--- config.mk ---
export PLATFORM = sky130hd
export DESIGN_NAME = vector_issue_ctrl_flat
export DESIGN_NICKNAME = d
export VERILOG_FILES = /design/src/rtl/vec_pkg.sv /design/src/rtl/vector_issue_ctrl_if.sv /design/src/rtl/vec_inst_decode.sv /design/src/rtl/vector_issue_ctrl.sv /design/src/flat_wrapper.sv
export SDC_FILE = /design/constraint.sdc
export NUM_CORES = 1
export LEC_CHECK = 0
export CORE_MARGIN = 5
export CORE_UTILIZATION = 40
export DETAILED_ROUTE_END_ITERATION = 6
export PLACE_DENSITY = 0.7
export SLEW_MARGIN = 20
export SYNTH_ARGS = -nofsm -noshare
export SYNTH_HDL_FRONTEND = slang
export SYNTH_HIERARCHICAL = 1
export SYNTH_SLANG_ARGS = --single-unit
--- constraint.sdc ---
create_clock -name W_Clk -period 2.07 [get_ports W_Clk]
set_input_delay 0.621 -clock W_Clk [delete_from_list [all_inputs] [get_ports W_Clk]]
set_output_delay 0.621 -clock W_Clk [all_outputs]
set_load 0.01 [all_outputs]
--- src/rtl/vec_pkg.sv ---
// Shared definitions for the vector issue controller: field positions, lane modes,
// FSM states and the decoded-instruction payload.
package vec_pkg;

  localparam int unsigned INST_W = 32;
  localparam int unsigned CNT_W  = 32;
  localparam int unsigned DS_W   = 64;
  localparam int unsigned ADDR_W = 5;
  localparam int unsigned OP_W   = 5;
  localparam int unsigned VM_W   = 3;

  localparam int unsigned F_ALU_OP_LSB = 27;
  localparam int unsigned F_V_MODE_LSB = 24;
  localparam int unsigned F_IMM        = 23;
  localparam int unsigned F_MANDA      = 22;
  localparam int unsigned F_W_ADDR_LSB = 17;
  localparam int unsigned F_R_ADDR_LSB = 12;
  localparam int unsigned F_S_ADDR_LSB = 7;
  localparam int unsigned F_RSVD_W     = 7;

  typedef enum logic [VM_W-1:0] {
    VM_NIB     = 3'b000,
    VM_BYTE    = 3'b001,
    VM_WORD    = 3'b010,
    VM_DWORD   = 3'b011,
    VM_QUAD    = 3'b100,
    VM_MANDA4  = 3'b101,
    VM_MANDA8  = 3'b110,
    VM_MANDA16 = 3'b111
  } v_mode_e;

  typedef enum logic [2:0] {
    ST_IDLE   = 3'd0,
    ST_IMM_HI = 3'd1,
    ST_IMM_LO = 3'd2,
    ST_EXEC   = 3'd3,
    ST_MANDA1 = 3'd4,
    ST_MANDA2 = 3'd5
  } state_e;

  typedef struct packed {
    logic [OP_W-1:0]   alu_op;
    v_mode_e           v_mode;
    logic              imm;
    logic              manda;
    logic [ADDR_W-1:0] w_addr;
    logic [ADDR_W-1:0] r_addr;
    logic [ADDR_W-1:0] s_addr;
  } inst_fields_t;

  function automatic logic is_manda_mode(input v_mode_e m);
    return (m == VM_MANDA4) || (m == VM_MANDA8) || (m == VM_MANDA16);
  endfunction

endpackage

--- src/rtl/vector_issue_ctrl_if.sv ---
// Instruction handshake plus datapath control bundle between the issue controller
// (slave side) and its instruction source / VectorDP (master side).
interface vector_issue_ctrl_if;
  import vec_pkg::*;

  logic              Inst_Valid;
  logic [INST_W-1:0] Inst;
  logic              Inst_Ready;
  logic              W_En;
  logic [ADDR_W-1:0] W_Addr;
  logic [ADDR_W-1:0] R_Addr;
  logic [ADDR_W-1:0] S_Addr;
  logic [OP_W-1:0]   ALU_Op;
  logic [VM_W-1:0]   V_Mode;
  logic              S_Sel;
  logic              MANDA_En;
  logic [DS_W-1:0]   DS;
  logic              Busy;
  logic              Done;
  logic              Err;

  modport master (
    output Inst_Valid, Inst,
    input  Inst_Ready, W_En, W_Addr, R_Addr, S_Addr, ALU_Op, V_Mode,
           S_Sel, MANDA_En, DS, Busy, Done, Err
  );

  modport slave (
    input  Inst_Valid, Inst,
    output Inst_Ready, W_En, W_Addr, R_Addr, S_Addr, ALU_Op, V_Mode,
           S_Sel, MANDA_En, DS, Busy, Done, Err
  );
endinterface

--- src/rtl/vec_inst_decode.sv ---
// Combinational field extraction and legality check for one instruction word.
module vec_inst_decode
  import vec_pkg::*;
(
  input  logic [INST_W-1:0] inst,
  output inst_fields_t      fields_c,
  output logic              legal_c
);

  always_comb begin
    fields_c        = '0;
    fields_c.alu_op = inst[F_ALU_OP_LSB +: OP_W];
    fields_c.v_mode = v_mode_e'(inst[F_V_MODE_LSB +: VM_W]);
    fields_c.imm    = inst[F_IMM];
    fields_c.manda  = inst[F_MANDA];
    fields_c.w_addr = inst[F_W_ADDR_LSB +: ADDR_W];
    fields_c.r_addr = inst[F_R_ADDR_LSB +: ADDR_W];
    fields_c.s_addr = inst[F_S_ADDR_LSB +: ADDR_W];
    // MANDA flag must agree with the lane mode and the reserved tail must be clear
    legal_c = (fields_c.manda == is_manda_mode(fields_c.v_mode)) &&
              (inst[F_RSVD_W-1:0] == F_RSVD_W'(0));
  end

endmodule

--- src/rtl/vector_issue_ctrl.sv ---
// Issue stage for VectorDP: instruction/immediate collection and MANDA sequencing.
// Optional statistics counters are enabled with VEC_ISSUE_STATS_EN.
module vector_issue_ctrl
  import vec_pkg::*;
(
  input  logic                W_Clk,
  input  logic                Rst_n,
  vector_issue_ctrl_if.slave  bus
`ifdef VEC_ISSUE_STATS_EN
  ,
  output logic [CNT_W-1:0]    Stat_Issued,
  output logic [CNT_W-1:0]    Stat_Stall
`endif
);

  state_e          state_q, state_d;
  inst_fields_t    op_q, op_d;
  logic [DS_W-1:0] ds_q, ds_d;
  logic            ready_q, ready_d;
  logic            w_en_q, w_en_d;
  logic            manda_en_q, manda_en_d;
  logic            done_q, done_d;
  logic            err_q, err_d;
  logic            busy_q, busy_d;

  inst_fields_t    dec_c;
  logic            legal_c;
  logic            accept_c;

  vec_inst_decode u_decode (
    .inst     (bus.Inst),
    .fields_c (dec_c),
    .legal_c  (legal_c)
  );

  assign accept_c = bus.Inst_Valid & ready_q;

  // Next state, latched fields and the registered control outputs they imply
  always_comb begin
    state_d = state_q;
    op_d    = op_q;
    ds_d    = ds_q;
    err_d   = 1'b0;

    unique case (state_q)
      ST_IDLE, ST_EXEC, ST_MANDA2: begin
        state_d = ST_IDLE;
        if (accept_c) begin
          if (legal_c) begin
            op_d    = dec_c;
            state_d = dec_c.imm ? ST_IMM_HI : (dec_c.manda ? ST_MANDA1 : ST_EXEC);
          end else begin
            err_d = 1'b1;
          end
        end
      end
      ST_IMM_HI: begin
        if (accept_c) begin
          ds_d[DS_W-1 -: INST_W] = bus.Inst;
          state_d                = ST_IMM_LO;
        end
      end
      ST_IMM_LO: begin
        if (accept_c) begin
          ds_d[INST_W-1:0] = bus.Inst;
          state_d          = op_q.manda ? ST_MANDA1 : ST_EXEC;
        end
      end
      ST_MANDA1: state_d = ST_MANDA2;
      default:   state_d = ST_IDLE;
    endcase

    ready_d    = (state_d != ST_MANDA1);
    w_en_d     = (state_d == ST_EXEC) || (state_d == ST_MANDA2);
    done_d     = w_en_d;
    manda_en_d = (state_d == ST_MANDA1);
    busy_d     = (state_d != ST_IDLE);
  end

  always_ff @(posedge W_Clk or negedge Rst_n) begin
    if (!Rst_n) begin
      state_q    <= ST_IDLE;
      op_q       <= '0;
      ds_q       <= '0;
      ready_q    <= 1'b0;
      w_en_q     <= 1'b0;
      manda_en_q <= 1'b0;
      done_q     <= 1'b0;
      err_q      <= 1'b0;
      busy_q     <= 1'b0;
    end else begin
      state_q    <= state_d;
      op_q       <= op_d;
      ds_q       <= ds_d;
      ready_q    <= ready_d;
      w_en_q     <= w_en_d;
      manda_en_q <= manda_en_d;
      done_q     <= done_d;
      err_q      <= err_d;
      busy_q     <= busy_d;
    end
  end

  assign bus.Inst_Ready = ready_q;
  assign bus.W_En       = w_en_q;
  assign bus.MANDA_En   = manda_en_q;
  assign bus.Done       = done_q;
  assign bus.Err        = err_q;
  assign bus.Busy       = busy_q;
  assign bus.W_Addr     = op_q.w_addr;
  assign bus.R_Addr     = op_q.r_addr;
  assign bus.S_Addr     = op_q.s_addr;
  assign bus.ALU_Op     = op_q.alu_op;
  assign bus.V_Mode     = op_q.v_mode;
  assign bus.S_Sel      = op_q.imm;
  assign bus.DS         = ds_q;

`ifdef VEC_ISSUE_STATS_EN
  logic [CNT_W-1:0] issued_q, issued_d;
  logic [CNT_W-1:0] stall_q, stall_d;

  // Issued counts Done pulses; stall counts offered-but-refused cycles
  always_comb begin
    issued_d = issued_q + CNT_W'(done_q);
    stall_d  = stall_q + CNT_W'(bus.Inst_Valid & ~ready_q);
  end

  always_ff @(posedge W_Clk or negedge Rst_n) begin
    if (!Rst_n) begin
      issued_q <= '0;
      stall_q  <= '0;
    end else begin
      issued_q <= issued_d;
      stall_q  <= stall_d;
    end
  end

  assign Stat_Issued = issued_q;
  assign Stat_Stall  = stall_q;
`else
  // Statistics counters are not built in this configuration.
`endif

endmodule

--- src/flat_wrapper.sv ---
// flat-port wrapper written by rule: the top's interface ports become plain ports
module vector_issue_ctrl_flat import vec_pkg::*;
  (W_Clk, Rst_n, bus_Inst_Valid, bus_Inst, bus_Inst_Ready, bus_W_En, bus_W_Addr, bus_R_Addr, bus_S_Addr, bus_ALU_Op, bus_V_Mode, bus_S_Sel, bus_MANDA_En, bus_DS, bus_Busy, bus_Done, bus_Err);
  vector_issue_ctrl_if bus_i ();
  input  logic W_Clk;
  input  logic Rst_n;
  input wire logic [$bits(bus_i.Inst_Valid)-1:0] bus_Inst_Valid;
  input wire logic [$bits(bus_i.Inst)-1:0] bus_Inst;
  output wire logic [$bits(bus_i.Inst_Ready)-1:0] bus_Inst_Ready;
  output wire logic [$bits(bus_i.W_En)-1:0] bus_W_En;
  output wire logic [$bits(bus_i.W_Addr)-1:0] bus_W_Addr;
  output wire logic [$bits(bus_i.R_Addr)-1:0] bus_R_Addr;
  output wire logic [$bits(bus_i.S_Addr)-1:0] bus_S_Addr;
  output wire logic [$bits(bus_i.ALU_Op)-1:0] bus_ALU_Op;
  output wire logic [$bits(bus_i.V_Mode)-1:0] bus_V_Mode;
  output wire logic [$bits(bus_i.S_Sel)-1:0] bus_S_Sel;
  output wire logic [$bits(bus_i.MANDA_En)-1:0] bus_MANDA_En;
  output wire logic [$bits(bus_i.DS)-1:0] bus_DS;
  output wire logic [$bits(bus_i.Busy)-1:0] bus_Busy;
  output wire logic [$bits(bus_i.Done)-1:0] bus_Done;
  output wire logic [$bits(bus_i.Err)-1:0] bus_Err;
  assign bus_i.Inst_Valid = bus_Inst_Valid;
  assign bus_i.Inst = bus_Inst;
  assign bus_Inst_Ready = bus_i.Inst_Ready;
  assign bus_W_En = bus_i.W_En;
  assign bus_W_Addr = bus_i.W_Addr;
  assign bus_R_Addr = bus_i.R_Addr;
  assign bus_S_Addr = bus_i.S_Addr;
  assign bus_ALU_Op = bus_i.ALU_Op;
  assign bus_V_Mode = bus_i.V_Mode;
  assign bus_S_Sel = bus_i.S_Sel;
  assign bus_MANDA_En = bus_i.MANDA_En;
  assign bus_DS = bus_i.DS;
  assign bus_Busy = bus_i.Busy;
  assign bus_Done = bus_i.Done;
  assign bus_Err = bus_i.Err;
  vector_issue_ctrl u_core (.W_Clk(W_Clk), .Rst_n(Rst_n), .bus(bus_i));
endmodule
==> run summary, run 1 <==
Status = completed
Wire length of the first global-routing pass = 14.8 mm
Total die area = 12900 µm²
Number of cells produced by synthesis = 286
HP Class = input port to asynchronous set/reset pin
Number of flops mapped to enable cells by yosys = 0
CP Data Arrival Time = 2.29 ns
Simple-Gate Area Share = 0.0386
Yosys Instances = 286
Startpoint of the most critical register-to-register path = u_core/state_q[1]
Multi-input logic cell count = 126
Seq pwr share = 0.411
Fraction of final layout cells sized beyond drive strength 1 = 0.377
Setup Total Neg Slack = 0 ns
Inverters, non-clock = 4
Number of clock-tree buffers in the layout = 12
Avg Synthesized Cell Area = 14.9 µm²
Fraction of the yosys area taken by sequential cells = 0.568
Power of the combinational group = 0.00307 W
Final weighted congestion in routability-driven placement = 0.734
Warnings from Yosys = 6
Number of non-clock buffers in the layout = 155
Worst Reg2Reg Path Length in Cells = 4
Detailed-router iteration count before antenna repair = 4
Share of the final layout cell area in multi-input gates = 0.248
Number of nets still failing antenna checks after routing = 0
Clock-pin transition on the worst setup and hold timing paths = 0.09 ns
Maximum fanout count along the critical path = 5
Top cells, area = sky130_fd_sc_hd__dfrtp_1 (57%), sky130_fd_sc_hd__mux2_2 (18%), sky130_fd_sc_hd__buf_4 (9.1%)
Global-route usage over all layers = 0.144
Detailed-routing wirelength on met1 = 3.99 mm
Net count, final = 428
Fill cell total of the finished layout = 914
Pre-CTS setup slack = -0.896 ns
Main kind of combinational logic by area = multiplexers
Die span in y = 113 µm
Number of inserted diodes = 0
Die Width = 113 µm
Critical Path End Type = flip-flop
Final Core Density = 0.558
Synth Cell Area = 4280 µm²
Average via count per standard cell = 4.70
Setup-failing EPs final = 0
Root buffer selected by CTS = sky130_fd_sc_hd__clkbuf_8
Total length of routed wires = 9.13 mm
TritonCTS buffer count = 9
Slew margin rel. = 0.659
Max-capacitance violation count = 0
Transition time of the tightest slew-check pin = 0.512 ns
End point of the critical path = u_core/bus.ALU_Op[4]
Number of levels the H-tree was split into = 3
Sw power = 0.00214 W
Number of remaining DRC errors = 0
Gate Area = 1440 µm²
Leading cell type in the layout, fill and taps excluded = sky130_fd_sc_hd__clkdlybuf4s50_1
Power group with the highest consumption = combinational logic
Xor and xnor fraction of the mapped netlist area = 0.00410
Proportion of cell area spent on the clock network = 0.0327
Crit share post-route = 0.987
Power of the sequential group = 0.00298 W
Pin count of the biggest net entering global routing = 98
Time the worst path needs with I/O delays and setup = 2.04 ns
Distinct cell type count after synthesis = 32
DP Cell Count = 513
Average wire per cell in the routed design = 17.1 µm
Most popular library cell in the synthesized design by count = sky130_fd_sc_hd__dfrtp_1
Reg-to-reg setup timing slack = 0.34 ns
Worst endpoint required time = 2.31 ns
Portion of total power attributed to combinational logic = 0.423
Gate family responsible for the most delay along the worst path = simple AND/OR/NAND/NOR gates
Number of global-route vias before repair = 2728
CTS Sinks = 97
Highest metal layer used by the detailed router = met4
Bufs and invs on worst path = 3
CTS tree = yes
Fin. Hold Viols = 0
Area added between synthesis and finish = 35.3%
Power density over the cells = 1250 nW/µm²
-- run 1: repair_timing --
action,4_1_cts,5_1_grt
cloned,2,0
pin swaps,9,11
setup buffers,4,2
gates resized,46,8
hold buffers,0,0
hold endpoints to repair,0,0
setup endpoints to repair,32,54
-- run 1: state kept, by name, summed over array words and instances (netlist names), 3 cells and up --
name,count
u_core/state_q,3
u_core/bus.V_Mode,3
u_core/bus.W_Addr,5
u_core/bus.ALU_Op,5
u_core/bus.R_Addr,5
u_core/bus.S_Addr,5
u_core/bus.DS,64
-- run 1: routing by layer --
| metal | GRT usage | up-vias |
|---|---|---|
| met4 | 0.0393 | 0 |
| met3 | 0.0488 | 7 |
| met2 | 0.236 | 81 |
| met1 | 0.184 | 1262 |
| met5 | 0 | - |
| li1 | - | 1161 |
Figure 1. Local utilization (run 1).
(2 px per µm) The die is cut into 11 by 11 equal tiles; black is low, pale yellow is high, 0 to 100% covered.
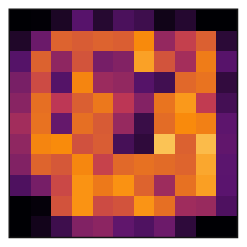
tiles over 75% full: 8.3%
nearly empty tiles: 7.4%
fullest tile: 87%
mean over tiles: 44%
Init Core Util: 0.412
Core Area: 10400 µm²

Figure 2. Placed cells, one color a class (run 1).
(3 px per µm) Fill, decap, tap and diode cells in gray.
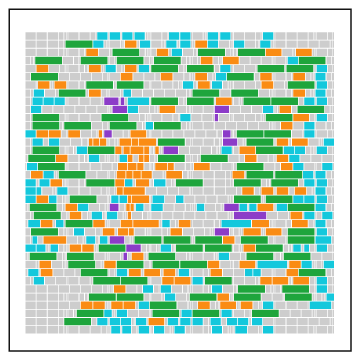
legend:
  orange:
    class: remaining logic cells
    cells: 130
  purple:
    class: clock drivers and dummy loads
    cells: 16
  green:
    class: registers
    cells: 97
  cyan:
    class: remaining buffers and delay cells
    cells: 155
post-route cell area: 5780 µm²
Std-Cell Rows: 37

Figure 3. The clock network (run 1).
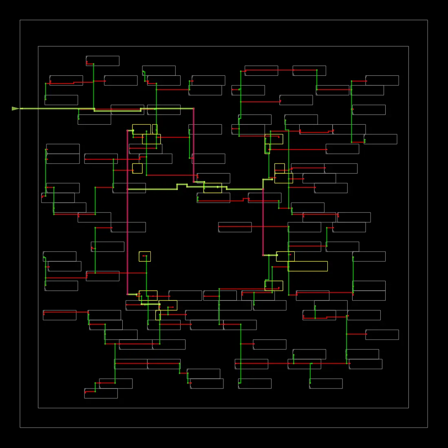
Late-Pin Clk Latency: 0.35 ns
num sequential: 97

Figure 4. Clock wires, drivers and flops (run 1).
(4 px per µm)
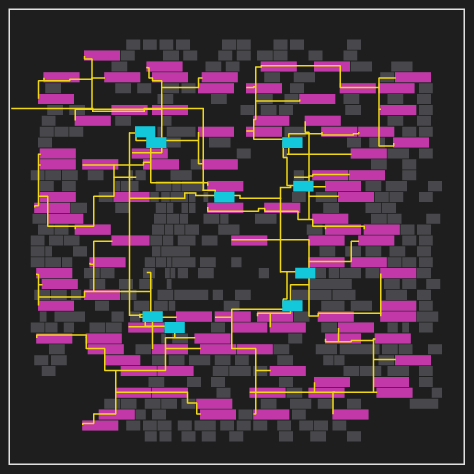
legend:
  magenta:
    item: flip-flops
    count: 97
  cyan:
    item: clock-net drivers
    count: 9
  yellow:
    item: clock wires
    length: 1160 µm
flops lie: spread over the die
final worst clock skew: 0.0123 ns
clock share of power: 0.166
clock network power: 0.00120 W

Figure 5. A small window of the routed layout (run 1).
Window x 44 to 69, y 44 to 69 µm. Cells in gray, sequential cells in the stronger gray; small squares are vias.
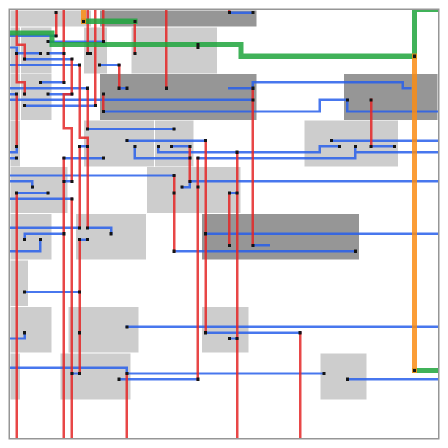

--- run 2 (diff from run 1) ---
--- a/config.mk
+++ b/config.mk
@@ -10,2 +10,3 @@
 export DETAILED_ROUTE_END_ITERATION = 6
+export GPL_TIMING_DRIVEN = 0
 export PLACE_DENSITY = 0.7
==> constraint.sdc (replaced) <==
create_clock -name W_Clk -period 2.07 [get_ports W_Clk]
set_input_delay 0.207 -clock W_Clk [delete_from_list [all_inputs] [get_ports W_Clk]]
set_output_delay 0.207 -clock W_Clk [all_outputs]
set_load 0.01 [all_outputs]
Figure 6. A small window of the routed layout (run 2).
Window x 44 to 69, y 44 to 69 µm. Cells in gray, sequential cells in the stronger gray; small squares are vias.
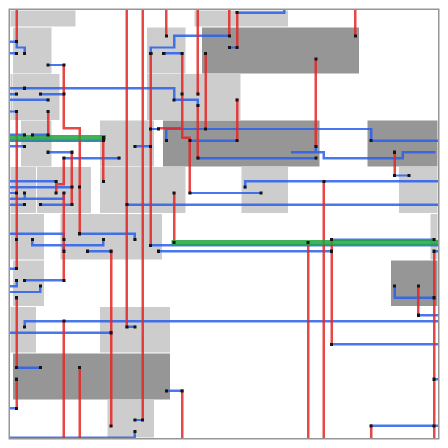
legend:
  green:
    layer: M3
  red:
    layer: M2
  blue:
    layer: M1
sequential cells in the window: 3
cells with their middle in the window: 18
most frequent: dfrtp_1 (3)

Figure 7. Clock wires, drivers and flops (run 2).
(4 px per µm)
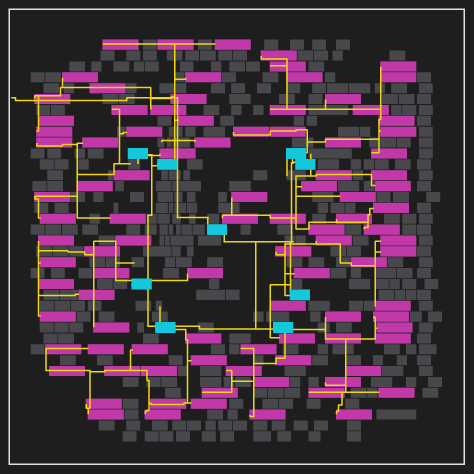
legend:
  yellow:
    item: clock wires
    length: 1160 µm
  cyan:
    item: clock-net drivers
    count: 9
  magenta:
    item: flip-flops
    count: 97
routed clock nets: 10
Late-Pin Clk Latency: 0.36 ns
final worst clock skew: 0.00969 ns
clock network power: 0.00125 W
clock share of power: 0.170

==> run 2 against run 1 <==
  * Register-to-register slack worse by 0.06 ns
  * Critical path depth is 1 lower
  * Count of clock-buffer cells in the layout is 2 lower
  * Wire length is 0.95% higher
  * Final cell count is 7.5% higher
  * Sequential power hardly changed
  * Via count is 6.9% higher
  * First-iteration DRC count is 55% higher
  * Maximum frequency is 3.1% higher
  * Combinational power is 2% higher
  * Total power is 1.4% higher
  * Critical path type unchanged
  * Highest routed layer unchanged
==> run summary, run 2 <==
Total number of vias = 2685
Fraction of final layout cells sized beyond drive strength 1 = 0.409 (+0.0318)
Power density over the cells = 1210 nW/µm² (-3.5%)
Total length of routed wires = 9.21 mm (+0.95%)
Power of the sequential group = 0.00296 W (about the same)
Synth Cell Area = 4280 µm² (unchanged)
Seq pwr share = 0.402 (-0.009)
End point of the critical path = u_core/bus.Done
Number of flops mapped to enable cells by yosys = 0 (unchanged)
Warnings from Yosys = 6 (unchanged)
Total die area = 12900 µm² (unchanged)
Wire length of the first global-routing pass = 14.8 mm (+0.23%)
Sw power = 0.00217 W (+1.1%)
HP Class = input port to flip-flop
Met3 track demand over resource = 0.0493 (+0.000531)
Init Core Util = 0.412 (unchanged)
Fill cell total of the finished layout = 888 (-2.8%)
Fin. Hold Viols = 0 (unchanged)
Gate Area = 1380 µm² (-4.0%)
IO Pins = 129
Power of the combinational group = 0.00314 W (+2%)
Number of cells produced by synthesis = 286 (unchanged)
Detailed-router iteration count before antenna repair = 4 (unchanged)
Number of levels the H-tree was split into = 3 (unchanged)
Detailed-routing wirelength on met1 = 3.99 mm (+0.10%)
Portion of total power attributed to combinational logic = 0.427 (+0.004)
CTS tree = yes
Root buffer selected by CTS = sky130_fd_sc_hd__clkbuf_8
Number of inserted diodes = 0 (unchanged)
Clock-pin transition on the worst setup and hold timing paths = 0.10 ns (about the same)
Core Area = 10400 µm² (unchanged)
Setup Total Neg Slack = 0 ns (unchanged)
Leading cell type in the layout, fill and taps excluded = sky130_fd_sc_hd__clkdlybuf4s50_1
Highest metal layer used by the detailed router = met4
Time the worst path needs with I/O delays and setup = 1.98 ns (-0.0606 ns)
Post-route cell area = 6080 µm² (+5.1%)
Fraction of the yosys area taken by sequential cells = 0.568 (unchanged)
Area added between synthesis and finish = 42.2%
Global-route usage over all layers = 0.145 (+0.000454)
Reg-to-reg setup timing slack = 0.28 ns (-0.06 ns)
Die span in y = 113 µm (unchanged)
Setup crit start kind = input port
Top cells, area = sky130_fd_sc_hd__dfrtp_1 (57%), sky130_fd_sc_hd__mux2_2 (18%), sky130_fd_sc_hd__buf_4 (9.1%)
Net count, final = 468 (+9.3%)
Worst Reg2Reg Path Length in Cells = 4 (unchanged)
Average wire per cell in the routed design = 16.1 µm (-6.1%)
DP Cell Count = 551 (+7.4%)
Number of flip-flops in the largest register = 64 (unchanged)
Std-Cell Rows = 37 (unchanged)
Setup-failing EPs final = 0 (unchanged)
Startpoint of the most critical register-to-register path = u_core/bus.Inst_Ready
Number of buffers added for setup after CTS = 5 (+1)
Terminus of the critical flop-to-flop path = u_core/bus.DS[10]
Distinct cell type count after synthesis = 32 (unchanged)
Pre-CTS setup slack = -0.593 ns (+0.303 ns)
CP Data Arrival Time = 2.27 ns (-0.02 ns)
Met1 Track Usage GR = 0.184 (-0.000928)
Most popular library cell in the synthesized design by count = sky130_fd_sc_hd__dfrtp_1
Yosys Instances = 286 (unchanged)
Longest Clk Path Bufs = 2
Number of nets still failing antenna checks after routing = 0 (unchanged)
Worst endpoint required time = 2.35 ns (+0.04 ns)
Average via count per standard cell = 4.68 (-0.52%)
Global-route layer with the greatest usage = met2
Die Width = 113 µm (unchanged)
Hold_sp = bus_Inst[26]
Power group with the highest consumption = combinational logic
Critical Path End Type = flip-flop
Crit share post-route = 0.958 (-0.0293)
Maximum fanout count along the critical path = 4 (-1)
CTS Sinks = 97 (unchanged)
Slew margin rel. = 0.707 (+0.0489)
Max-capacitance violation count = 0 (unchanged)
Hold_buf cts = 1 (+1)
Transition time of the tightest slew-check pin = 0.437 ns (-0.0750 ns)
Met2 Usage GRT = 0.237 (+0.00158)
Pin count of the biggest net entering global routing = 54 (-45%)
Status = completed
Gate family responsible for the most delay along the worst path = simple AND/OR/NAND/NOR gates
Figure 8. Local utilization (run 2).
(2 px per µm) The die is cut into 11 by 11 equal tiles; black is low, pale yellow is high, 0 to 100% covered.
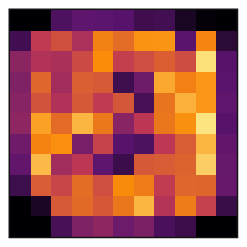
fullest tile: 94%
tiles over 75% full: 13%
nearly empty tiles: 7.4%
densest ninth of the die: middle right
Final Core Density: 0.586

## run 2: cell counts after synthesis
No cell type changed its count.
## run 2: logic make-up after synthesis
| kind of cell | count (synthesis) | share of synthesized area |
|---|---|---|
| buffers and inverters | 63 | 0.114 |
| multiplexers | 90 | 0.255 |
| XOR/XNOR | 2 | 0.00410 |
| AND/OR/NAND/NOR | 24 | 0.0386 |
| AND-OR/OR-AND | 10 | 0.0208 |
| flip-flops | 97 | 0.568 |
## run 2: area by class of cell
type / instances / area share
plain buffers: 59 / 0.0786
clock buffers: 10 / 0.0226
clock inverters: 6 / 0.0109
inverters: 4 / 0.00247
multi-input cells: 126 / 0.227
flip-flops and latches: 97 / 0.399
well taps: 136 / 0.0280
repair buffers: 136 / 0.231
No activity file was given, so power comes from the tool's default toggle rates.
